File: src/rtl/lut_rom_param.sv
// Run-time programmable lookup table with a registered valid/ready read port,
// a synchronous write port and a post-reset sequencer that fills every entry.
module lut_rom_param #(
  parameter int               WIDTH      = 2,
  parameter int               DEPTH      = 8,
  parameter logic [WIDTH-1:0] INIT_VALUE = '0,
  localparam int              ADDR_W     = $clog2(DEPTH)
) (
  input  logic              CLK,
  input  logic              RST_N,
  input  logic              IN_VALID,
  output logic              IN_READY,
  input  logic [ADDR_W-1:0] ADDR,
  output logic              OUT_VALID,
  input  logic              OUT_READY,
  output logic [WIDTH-1:0]  OUT,
  input  logic              WE,
  input  logic [ADDR_W-1:0] WADDR,
  input  logic [WIDTH-1:0]  WDATA,
  output logic              BUSY
);

  typedef enum logic {ST_INIT, ST_RUN} state_t;

  localparam logic [ADDR_W:0]   DEPTH_L  = (ADDR_W+1)'(DEPTH);
  localparam logic [ADDR_W-1:0] LAST_IDX = ADDR_W'(DEPTH - 1);

  state_t              state_q, state_d;
  logic [ADDR_W-1:0]   cnt_q, cnt_d;
  logic [WIDTH-1:0]    out_q, out_d;
  logic                out_vld_q, out_vld_d;

  logic [WIDTH-1:0]    mem_q [DEPTH];
  logic                mem_we;
  logic [ADDR_W-1:0]   mem_waddr;
  logic [WIDTH-1:0]    mem_wdata;

  logic                rd_in_range;
  logic                wr_in_range;
  logic                accept;
  logic [WIDTH-1:0]    rd_data;

  assign rd_in_range = ({1'b0, ADDR}  < DEPTH_L);
  assign wr_in_range = ({1'b0, WADDR} < DEPTH_L);
  // Out-of-range reads return zero rather than whatever a wrapped index would hold.
  assign rd_data     = rd_in_range ? mem_q[ADDR] : '0;

  assign BUSY      = (state_q == ST_INIT);
  assign IN_READY  = (state_q == ST_RUN) && (!out_vld_q || OUT_READY);
  assign accept    = IN_VALID && IN_READY;
  assign OUT       = out_q;
  assign OUT_VALID = out_vld_q;

  always_comb begin
    state_d   = state_q;
    cnt_d     = cnt_q;
    out_d     = out_q;
    out_vld_d = out_vld_q;
    mem_we    = 1'b0;
    mem_waddr = WADDR;
    mem_wdata = WDATA;
    case (state_q)
      ST_INIT: begin
        mem_we    = 1'b1;
        mem_waddr = cnt_q;
        mem_wdata = INIT_VALUE;
        cnt_d     = cnt_q + ADDR_W'(1);
        if (cnt_q == LAST_IDX) begin
          state_d = ST_RUN;
          cnt_d   = '0;
        end
      end
      ST_RUN: begin
        mem_we = WE && wr_in_range;
        if (accept) begin
          out_d     = rd_data;
          out_vld_d = 1'b1;
        end else if (out_vld_q && OUT_READY) begin
          out_vld_d = 1'b0;
        end
      end
      default: state_d = ST_INIT;
    endcase
  end

  always_ff @(posedge CLK or negedge RST_N) begin
    if (!RST_N) begin
      state_q   <= ST_INIT;
      cnt_q     <= '0;
      out_q     <= '0;
      out_vld_q <= 1'b0;
    end else begin
      state_q   <= state_d;
      cnt_q     <= cnt_d;
      out_q     <= out_d;
      out_vld_q <= out_vld_d;
    end
  end

  // Table storage is deliberately left out of reset; the init sequence overwrites it.
  always_ff @(posedge CLK) begin
    if (mem_we) mem_q[mem_waddr] <= mem_wdata;
  end

endmodule

File: config.mk
export PLATFORM = sky130hd
export DESIGN_NAME = lut_rom_param
export DESIGN_NICKNAME = d
export VERILOG_FILES = /design/src/rtl/lut_rom_param.sv
export SDC_FILE = /design/constraint.sdc
export NUM_CORES = 1
export LEC_CHECK = 0
export CORE_MARGIN = 2
export CORE_UTILIZATION = 45
export DETAILED_ROUTE_END_ITERATION = 6
export GPL_TIMING_DRIVEN = 0
export PLACE_DENSITY = 0.7
export REMOVE_ABC_BUFFERS = 1
export SYNTH_ARGS = -nofsm -noshare
export SYNTH_HDL_FRONTEND = slang
export SYNTH_SLANG_ARGS = --single-unit
File: constraint.sdc
create_clock -name CLK -period 3.1 [get_ports CLK]
set_input_delay 0.62 -clock CLK [delete_from_list [all_inputs] [get_ports CLK]]
set_output_delay 0.62 -clock CLK [all_outputs]
set_load 0.02 [all_outputs]
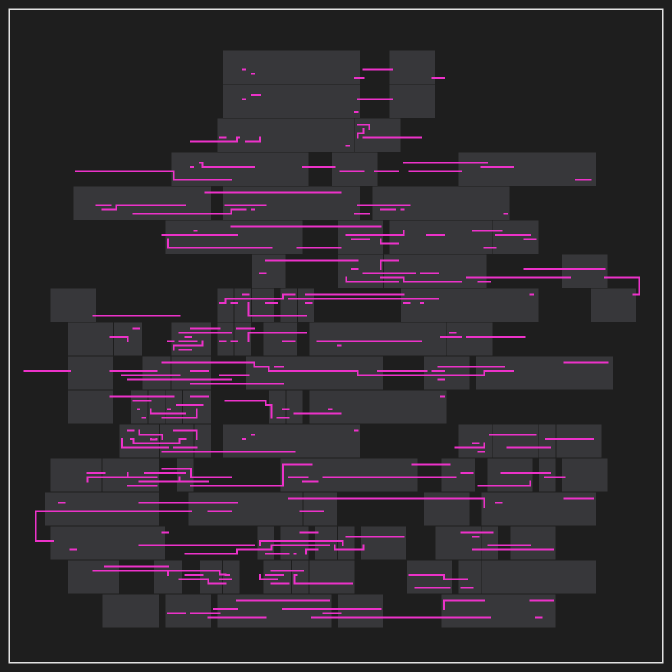
(images/m1.png)
- share of all routed wire: 41%
- main direction: horizontal
final WL: 1.63 mm
met1 Track Usage GR: 0.165
vias: 635

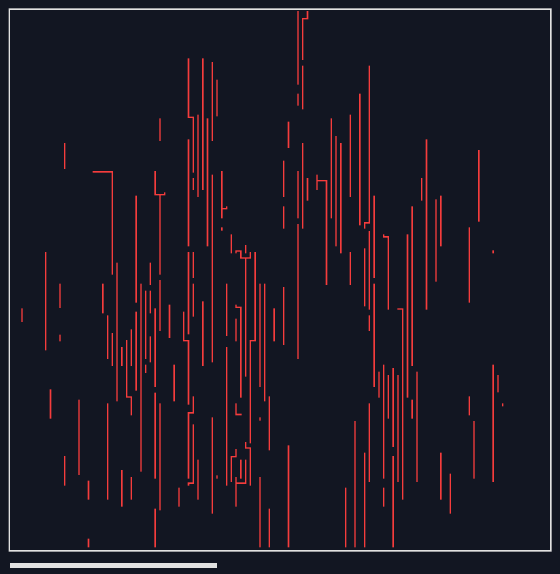
(images/m2.png)
Scale bar: 20 um.
- longest straight run: 18.4 um
- wire length on this layer: 869 um
- nets with wire on the layer: 93
grt met2 use: 0.268

==> impl_metrics.yaml <==
# synthesis and place-and-route metrics
status:
  run_status: "finished, final reports clean"
place:
  place.port_buffers: 17
  place_inst: 119
  placed_cell_area_sq_um: 1230
synthesis:
  synth_seq_share: 0.628
  top_cells_by_area: "edfxtp_1, dfrtp_1, mux2i_1, mux4_2, nor2_1"
  syn_area_sq_um: 1040
  synth_top_flop_cell: "edfxtp_1"
  synth.top_cells.by_count: "edfxtp_1, nor2_1, mux2i_1"
clocking:
  insertion_delay_ns: 0.31
  clk_path_buf_depth: 2
  post_cts.repair.setup_buffers: 0
  post_cts_resized: 0
  cts_tree: "yes"
  clock-root-buffer: "clkbuf_4"
  cts_hold_buf: 0
  clock_sinks: 23
  cts-buffers-inserted: 3
worst_setup_path:
  ff2ff_setup_slack_ns: 1.59
  cp_cell_sequence: "clkdlybuf4s50_1 > o21a_1 > clkdlybuf4s50_1"
  path_max_fanout: 2
  max_stage_delay_ns: 0.60
  end_kind: "output port"
  cp.arrival_ns: 1.82
  critPathLaunchType: "input port"
  critPathSlowestCell: "clkdlybuf4s50_1"
  crit_family: "buffers and inverters"
  critPathKind: "input port to output port"
pwr:
  internal_power_mw: 0.426
  switching_share: 0.228
  p_per_area_nw_per_um2: 438
  clock_power_share: 0.247
  p_comb_mw: 0.0747
timing:
  fmax_mhz: 409
  skew_ns: 0.00883
  whs_ns: 0.527
  hold_violations: 0
  finalCriticalPeriod_ns: 2.44
final_layout:
  dominant_cells: "flip-flops and latches"
  syn_to_final_growth_pct: 20.4
  clock_buffers: 3
  final_cells: 123
  comb_area_share: 0.273
  seq_share: 0.521
  logic_area_sq_um: 343
  inverters: 7
  flop_area_sq_um: 656
  design_area_sq_um: 1260
die:
  die-area_sq_um: 2720
  coreArea_sq_um: 2210
  chipWidth_um: 52.2
  nWellTaps: 28
  initCoreUtil: 0.472
worst_hold_path:
  hold-path-cell-count: 2
  hp-start: "OUT[1]$_DFFE_PN0P_"
  hold_path.class: "flip-flop to flip-flop"
grt:
  grt_overflow: 0
  antenna_found_initial: 0
  grt_max_degree: 19
routing:
  top_layer: "met4"
  avgRoutedWirePerCell_um: 13.2
  wl_met2_um: 869
  wl_met3_um: 47
  drtPass1Iterations: 4
cells in the final DEF, fill, tap and decap left out, types with 3 or more instances in the layout:
master	n
inv_1	7
nor2_1	11
clkbuf_4	3
mux2i_1	10
clkdlybuf4s50_1	17
dfrtp_1	7
edfxtp_1	16
cell families after synthesis:
kind of cell	synth area share
and+or+nand+nor	0.0767
DFF	0.628
muxes	0.160
buffers and inverters	0.0443
adders and majority gates	0.0239
AOI/OAI and AO/OA	0.0671
worst register-to-register path: stages (launching register included):
cell,delay (ns)
dfrtp_1,0.67
and3_1,0.23
a21oi_1,0.08
nor2_1,0.23
sequential cells by signal, indices dropped and copies added (netlist names):
signal and cells:
mem_q 16, cnt_q 3, OUT 2, OUT_VALID 1, state_q 1
Power and IR drop assume default switching activity.
